--- config.mk ---
export PLATFORM = sky130hd
export DESIGN_NAME = pipelined_word_mux_flat
export DESIGN_NICKNAME = d
export VERILOG_FILES = /design/src/rtl/pipelined_word_mux_if.sv /design/src/rtl/pipelined_word_mux.sv /design/src/flat_wrapper.sv
export SDC_FILE = /design/constraint.sdc
export NUM_CORES = 1
export LEC_CHECK = 0
export CAP_MARGIN = 25
export CORE_MARGIN = 10
export CORE_UTILIZATION = 45
export DETAILED_ROUTE_END_ITERATION = 8
export GPL_ROUTABILITY_DRIVEN = 0
export MAX_ROUTING_LAYER = met4
export PLACE_DENSITY = 0.87
export SYNTH_ARGS = -nofsm -noshare
export SYNTH_HDL_FRONTEND = slang
export SYNTH_SLANG_ARGS = --single-unit
--- constraint.sdc ---
create_clock -name clk -period 4.6 [get_ports clk]
set_clock_uncertainty 0.15 [all_clocks]
set_input_delay 0.69 -clock clk [delete_from_list [all_inputs] [get_ports clk]]
set_output_delay 0.69 -clock clk [all_outputs]
set_load 0.01 [all_outputs]
--- src/rtl/pipelined_word_mux_if.sv ---
// Handshake bundle for pipelined_word_mux: input channel side and output word side.
// MUX_PARITY_EN adds the registered out_par signal to the bundle.
interface pipelined_word_mux_if #(
    parameter int WIDTH = 32,
    parameter int N     = 8,
    parameter int SEL_W = 3
);
    logic [N*WIDTH-1:0] in_data;
    logic               in_valid;
    logic               in_ready;
    logic [SEL_W-1:0]   sel;
    logic               mode;
    logic [WIDTH-1:0]   out_data;
    logic [SEL_W-1:0]   out_sel;
    logic               out_valid;
    logic               out_ready;
`ifdef MUX_PARITY_EN
    logic               out_par;

    modport master (
        output in_data, in_valid, sel, mode, out_ready,
        input  in_ready, out_data, out_sel, out_valid, out_par
    );
    modport slave (
        input  in_data, in_valid, sel, mode, out_ready,
        output in_ready, out_data, out_sel, out_valid, out_par
    );
`else
    modport master (
        output in_data, in_valid, sel, mode, out_ready,
        input  in_ready, out_data, out_sel, out_valid
    );
    modport slave (
        input  in_data, in_valid, sel, mode, out_ready,
        output in_ready, out_data, out_sel, out_valid
    );
`endif
endinterface

--- src/rtl/pipelined_word_mux.sv ---
// Two-stage N:1 word mux: stage A picks within groups of four, stage B picks the group.
// Optional MUX_PARITY_EN adds a registered odd-parity flag alongside out_data.
module pipelined_word_mux #(
    parameter int WIDTH = 32,
    parameter int N     = 8,
    parameter int SEL_W = 3
) (
    input  logic                  clk,
    input  logic                  rst_n,
    pipelined_word_mux_if.slave   bus
);
    localparam int G = N / 4;

    logic [WIDTH-1:0] quad_w    [G][4];
    logic [WIDTH-1:0] grp_a_reg [G];
    logic [WIDTH-1:0] b_word;

    logic [SEL_W-1:0] idx;
    logic [SEL_W-1:0] idx_a_reg;
    logic [SEL_W-1:0] scan_idx_reg;
    logic [SEL_W-1:0] scan_idx_next;
    logic             v_a_reg;

    logic [WIDTH-1:0] out_data_reg;
    logic [SEL_W-1:0] out_sel_reg;
    logic             out_valid_reg;

    logic rdy_a;
    logic rdy_b;
    logic accept;
    logic move;

    assign rdy_b  = !out_valid_reg || bus.out_ready;
    assign rdy_a  = !v_a_reg || rdy_b;
    assign accept = bus.in_valid && rdy_a;
    assign move   = v_a_reg && rdy_b;
    assign idx    = bus.mode ? scan_idx_reg : bus.sel;

    genvar gi, gj;
    generate
        for (gi = 0; gi < G; gi++) begin : g_grp
            for (gj = 0; gj < 4; gj++) begin : g_lane
                assign quad_w[gi][gj] = bus.in_data[(4*gi + gj)*WIDTH +: WIDTH];
            end
        end
        if (G > 1) begin : g_multi
            assign b_word = grp_a_reg[idx_a_reg[SEL_W-1:2]];
        end else begin : g_single
            assign b_word = grp_a_reg[0];
        end
    endgenerate

    // Scan position only advances on words actually accepted while scanning.
    always_comb begin
        scan_idx_next = scan_idx_reg;
        if (!bus.mode) begin
            scan_idx_next = '0;
        end else if (accept) begin
            scan_idx_next = scan_idx_reg + SEL_W'(1);
        end
    end

    always_ff @(posedge clk or negedge rst_n) begin
        if (!rst_n) begin
            for (int i = 0; i < G; i++) begin
                grp_a_reg[i] <= '0;
            end
        end else if (accept) begin
            for (int i = 0; i < G; i++) begin
                grp_a_reg[i] <= quad_w[i][idx[1:0]];
            end
        end
    end

    // A reload has priority over A emptying so a same-edge move+accept keeps vA set.
    always_ff @(posedge clk or negedge rst_n) begin
        if (!rst_n) begin
            v_a_reg      <= 1'b0;
            idx_a_reg    <= '0;
            scan_idx_reg <= '0;
        end else begin
            scan_idx_reg <= scan_idx_next;
            if (accept) begin
                v_a_reg   <= 1'b1;
                idx_a_reg <= idx;
            end else if (move) begin
                v_a_reg <= 1'b0;
            end
        end
    end

    always_ff @(posedge clk or negedge rst_n) begin
        if (!rst_n) begin
            out_data_reg  <= '0;
            out_sel_reg   <= '0;
            out_valid_reg <= 1'b0;
        end else if (move) begin
            out_data_reg  <= b_word;
            out_sel_reg   <= idx_a_reg;
            out_valid_reg <= 1'b1;
        end else if (bus.out_ready) begin
            out_valid_reg <= 1'b0;
        end
    end

`ifdef MUX_PARITY_EN
    logic out_par_reg;

    always_ff @(posedge clk or negedge rst_n) begin
        if (!rst_n) begin
            out_par_reg <= 1'b0;
        end else if (move) begin
            out_par_reg <= ^b_word;
        end
    end

    assign bus.out_par = out_par_reg;
`endif

    assign bus.in_ready  = rdy_a;
    assign bus.out_data  = out_data_reg;
    assign bus.out_sel   = out_sel_reg;
    assign bus.out_valid = out_valid_reg;

endmodule
--- src/flat_wrapper.sv ---
// flat-port wrapper written by rule: the top's interface ports become plain ports
module pipelined_word_mux_flat 
#(
    parameter int WIDTH = 32,
    parameter int N     = 8,
    parameter int SEL_W = 3
)
  (clk, rst_n, bus_in_data, bus_in_valid, bus_sel, bus_mode, bus_out_ready, bus_in_ready, bus_out_data, bus_out_sel, bus_out_valid);
  pipelined_word_mux_if #(.WIDTH(WIDTH), .N(N), .SEL_W(SEL_W)) bus_i ();
  input  logic clk;
  input  logic rst_n;
  input wire logic [$bits(bus_i.in_data)-1:0] bus_in_data;
  input wire logic [$bits(bus_i.in_valid)-1:0] bus_in_valid;
  input wire logic [$bits(bus_i.sel)-1:0] bus_sel;
  input wire logic [$bits(bus_i.mode)-1:0] bus_mode;
  input wire logic [$bits(bus_i.out_ready)-1:0] bus_out_ready;
  output wire logic [$bits(bus_i.in_ready)-1:0] bus_in_ready;
  output wire logic [$bits(bus_i.out_data)-1:0] bus_out_data;
  output wire logic [$bits(bus_i.out_sel)-1:0] bus_out_sel;
  output wire logic [$bits(bus_i.out_valid)-1:0] bus_out_valid;
  assign bus_i.in_data = bus_in_data;
  assign bus_i.in_valid = bus_in_valid;
  assign bus_i.sel = bus_sel;
  assign bus_i.mode = bus_mode;
  assign bus_i.out_ready = bus_out_ready;
  assign bus_in_ready = bus_i.in_ready;
  assign bus_out_data = bus_i.out_data;
  assign bus_out_sel = bus_i.out_sel;
  assign bus_out_valid = bus_i.out_valid;
  pipelined_word_mux #(.WIDTH(WIDTH), .N(N), .SEL_W(SEL_W)) u_core (.clk(clk), .rst_n(rst_n), .bus(bus_i));
endmodule
==> flow_summary.ini, run 1 <==
; yosys + openroad results
[finish]
fill_cells = 1108
logic_area_um2 = 3338
seq_area_um2 = 2680
nets = 1244
utilization_pct = 69.60
fin_cells = 1165
drive_gt1_share_pct = 4.167

[synth]
synth-warning-count = 0
yosysTopAreaCellShare_pct = 41.73
synthTopCellsByArea = dfrtp_1 (42%), mux2i_1 (17%), nor2_1 (7.9%)
ys_seq_share_pct = 41.73
netlist_area_um2 = 6416
syn-num-nets = 987
ys_sh_xor_pct = 0.2730
yosysCellCount = 722
fa_ha_area_share_pct = 0.1950
synth-async-reset-ratio_pct = 100.0

[place]
dpl_worst_slack_ps = 1178

[drt]
ant_nets = 0
met1_length_mm = 9.723
top_layer = met4
dr.pass1.iters = 5
drt_iter0_drc = 520

[setup_path]
reg2reg_slack_ps = 2130
cp_top_family = simple AND/OR/NAND/NOR gates
cp-endpoint = u_core.grp_a_reg[25]
required_ps = 4670
crit_cells = 4
cp_slowest_cell = nand3_2
crit_chain = clkdlybuf4s50_1, nand2b_1, nand3_2, o221ai_1

[final_timing]
slew_headroom_pct = 27.78
rsz0062_at_grt = no
setup_viol = 0
final_hold_viol_count = 0
finalSetupTns_ps = 0
hold_ws_ps = 301.6

[clock_network]
cts_resized = 0

[power]
finalPower_mw = 3.153
total_leakage_power_nw = 4.117
sw_frac_of_total_pct = 31.42
p_comb_share_pct = 34.4
clockPowerShare_pct = 24.8

[grt]
gr-total-overflow = 0
grt_pass1_vias = 6600
grt_start_max_net_pins = 79

[run_status]
status = complete, no violations

[job]
drv_cap = 0
tool_warnings = 26

[die]
fp_util_pct = 46.04
run 1: power by group through the flow:
stage	logic (mW)	registers, mW	clock network [mW]
floorplan	0.527	1.29	0
global placement	1.04	1.31	0
detailed placement	1.07	1.32	0
CTS	1.08	1.30	0.802
global route	1.18	1.31	0.838
finish	1.08	1.29	0.781
run 1: final cells by class:
class / count / share of cell area, %
Multi-Input combinational cell: 548 / 34.42
Timing Repair Buffer: 313 / 32.49
Clock buffer: 9 / 2.322
Clock inverter: 7 / 0.7870
Tap cell: 180 / 2.322
Antenna cell: 1 / 0.02580
Sequential cell: 107 / 27.64
run 1: layer usage:
| layer | up-vias | GRT usage, % |
|---|---|---|
| met2 | 324 | 38.84 |
| met3 | 42 | 6.363 |
| met4 | 0 | 8.182 |
| met1 | 3041 | 28.03 |
| li1 | 3120 | - |
| met5 | - | - |
### Pin placement, run 1

(3 px per um) Pins as bars across the die edge, other pins in gray.
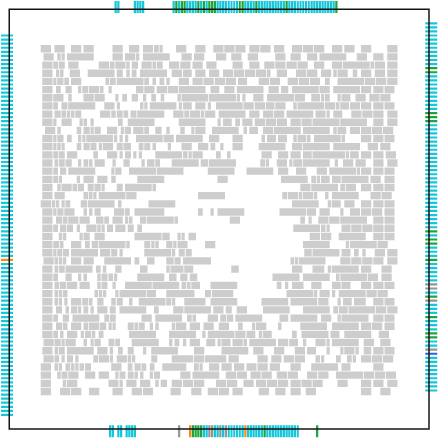
| color | port | pins | direction | edge |
|---|---|---|---|---|
| cyan | bus_in_data | 256 | input | 93 west, 73 east, 53 north, 37 south |
| orange | bus_sel | 3 | input | 2 south, 1 west |
| blue | rst_n | 1 | input | east |
| green | bus_out_data | 32 | output | 13 east, 13 north, 6 south |
all pins by edge: 94 west, 91 east, 66 north, 50 south
Die Span Y: 139.4 um
DIE WIDTH: 139.4 um

### Wiring by layer, run 1

(2 px per um) Two of the layers only.
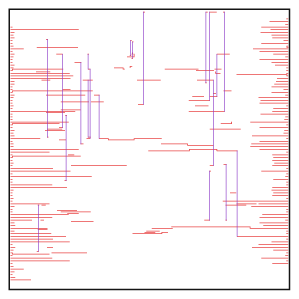
| color | layer | wire length |
|---|---|---|
| purple | metal 4 | 625 um |
| red | metal 3 | 2,210 um |
Avg WL per Cell: 20.48 um
vias: 6,527

### Clock wiring as the flow saved it, run 1

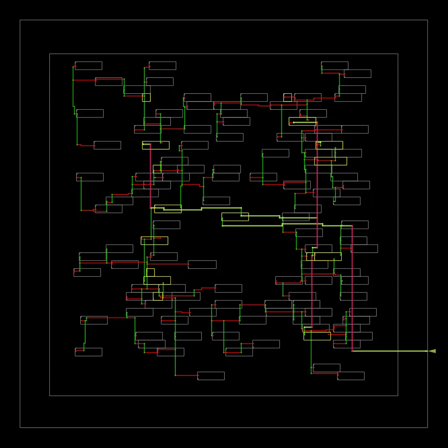
flip-flops: 107
Worst-Skew Late Latency: 350 ps
clk pwr: 0.781 mW
CTS sink count: 107
clock buffer count: 9

### Met4 routing, run 1

(3 px per um)
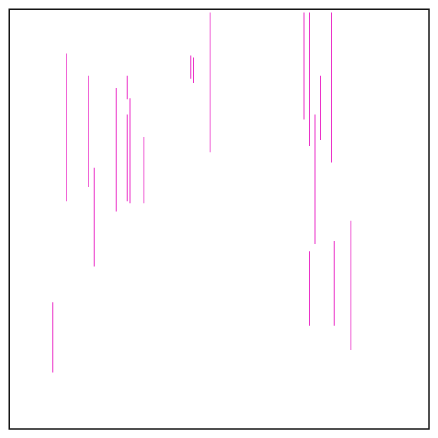
longest straight run: 49.6 um
share of all routed wire: 2.6%
nets with wire on the layer: 17
wire length on this layer: 625 um
WL final: 23.86 mm

## Run 2: what changed since run 1
--- a/config.mk
+++ b/config.mk
@@ -7,11 +7,11 @@
 export LEC_CHECK = 0
 export CAP_MARGIN = 25
 export CORE_MARGIN = 10
-export CORE_UTILIZATION = 45
+export CORE_UTILIZATION = 42
 export DETAILED_ROUTE_END_ITERATION = 8
 export GPL_ROUTABILITY_DRIVEN = 0
 export MAX_ROUTING_LAYER = met4
-export PLACE_DENSITY = 0.87
+export PLACE_DENSITY = 0.82
 export SYNTH_ARGS = -nofsm -noshare
 export SYNTH_HDL_FRONTEND = slang
 export SYNTH_SLANG_ARGS = --single-unit
==> constraint.sdc (replaced) <==
create_clock -name clk -period 3.14 [get_ports clk]
set_clock_uncertainty 0.15 [all_clocks]
set_input_delay 0.471 -clock clk [delete_from_list [all_inputs] [get_ports clk]]
set_output_delay 0.471 -clock clk [all_outputs]
set_load 0.01 [all_outputs]
==> run 2 against run 1 <==
  * Via count shrank 1.1%
  * Non-clock buffer count up 6
  * First-iteration DRC count down 13%
  * Worst hold slack worse by 290 ps
  * Sequential share of layout area shrank 0.12 points
  * Area after synthesis stayed put
  * Critical path type unchanged
  * Largest cell class unchanged
  * Largest power group unchanged
==> flow_summary.ini, run 2 <==
; yosys + openroad results
[job]
tool_warnings = 26

[drt]
top_layer = met4
drt_iter0_drc = 453
ant_nets = 0

[final_timing]
hold_ws_ps = 8.337
finalSetupTns_ps = 0
final_hold_viol_count = 0
slew_headroom_pct = 30.58
rsz0062_at_grt = no

[grt]
use_met2_pct = 35.50
use_met1_pct = 26.68
grt_start_max_net_pins = 57
grt_use_met3_pct = 6.139

[synth]
ys_seq_share_pct = 41.73
synthTopCellsByArea = dfrtp_1 (42%), mux2i_1 (17%), nor2_1 (7.9%)
synth-async-reset-ratio_pct = 100.0
synth-warning-count = 0
yosysTopAreaCellShare_pct = 41.73
syn-num-nets = 987
yosysCellCount = 722

[finish]
num-clock-buffers = 12
comb_cells = 548
dominant-cell-class = logic gates
utilization_pct = 64.56
seq_area_um2 = 2680
comb_share_pct = 34.27
buffers = 319
clk_share_pct = 2.954
layout.non_clock_inverters = 0
seq_area_share_pct = 27.51
fin_cells = 1178

[run_status]
status = complete, no violations

[power]
clockPowerShare_pct = 24.5
finalPower_mw = 4.611
sw_frac_of_total_pct = 31.08
seq_power_mw = 1.88
power_clock_mw = 1.13

[clock_network]
cts.sinks = 107

[setup_path]
crit_chain = clkdlybuf4s50_1, or2_1, o22ai_1, o21ai_0, a31oi_1
cp_slowest_cell = or2_1

[place]
dpl_worst_slack_ps = 368.4

[die]
n_tap_cell = 188
[run 2: cell counts after synthesis]
Identical to the previous run, type by type.
[run 2: logic make-up (layout without fill, tap and decap cells)]
group / after synthesis / count (layout) / synth area share (%)
DFF: 107 / 107 / 41.73
adders and majority gates: 1 / 1 / 0.1950
AOI/OAI and AO/OA: 207 / 207 / 19.93
and+or+nand+nor: 227 / 227 / 14.00
muxes: 111 / 111 / 17.57
buffers and inverters: 67 / 335 / 6.299
xor gates and xnor gates: 2 / 2 / 0.2731
[run 2: worst max-delay path by stage]
stage,depth (start not counted),end
after floorplan,6,u_core.grp_a_reg[39]
after global placement,5,u_core.grp_a_reg[46]
after detailed placement,5,u_core.grp_a_reg[44]
after CTS,5,u_core.grp_a_reg[2]
after global routing,5,u_core.grp_a_reg[5]
final,5,u_core.grp_a_reg[44]
### Pin placement, run 2

(2 px per um) Pins as bars across the die edge, other pins in gray.
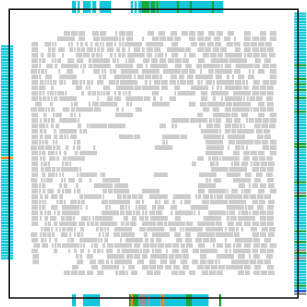
| color | port | pins | direction | edge |
|---|---|---|---|---|
| blue | rst_n | 1 | input | east |
| orange | bus_sel | 3 | input | 2 south, 1 west |
| green | bus_out_data | 32 | output | 14 east, 10 north, 8 south |
| cyan | bus_in_data | 256 | input | 85 east, 78 west, 53 north, 40 south |
all pins by edge: 104 east, 79 west, 63 north, 55 south
Die Span Y: 143.6 um
DIE WIDTH: 143.6 um
Port Buf Inserts: 300

### Wiring by layer, run 2

(2 px per um) Two of the layers only.
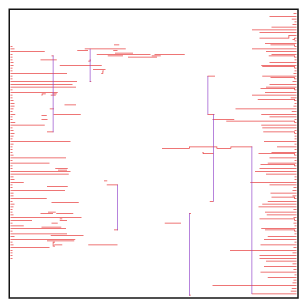
| color | layer | wire length |
|---|---|---|
| purple | metal 4 | 254 um |
| red | metal 3 | 2,110 um |
vias: 6,456
Avg WL per Cell: 19.79 um
GRT Total Usage: 22.03%
WL final: 23.31 mm

### Met4 routing, run 2

(2 px per um)
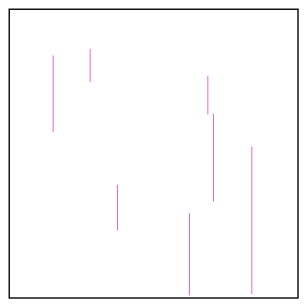
share of all routed wire: 1.1%
nets with wire on the layer: 5
longest straight run: 73.4 um
main direction: vertical

Power is estimated from default activity; no workload was simulated.
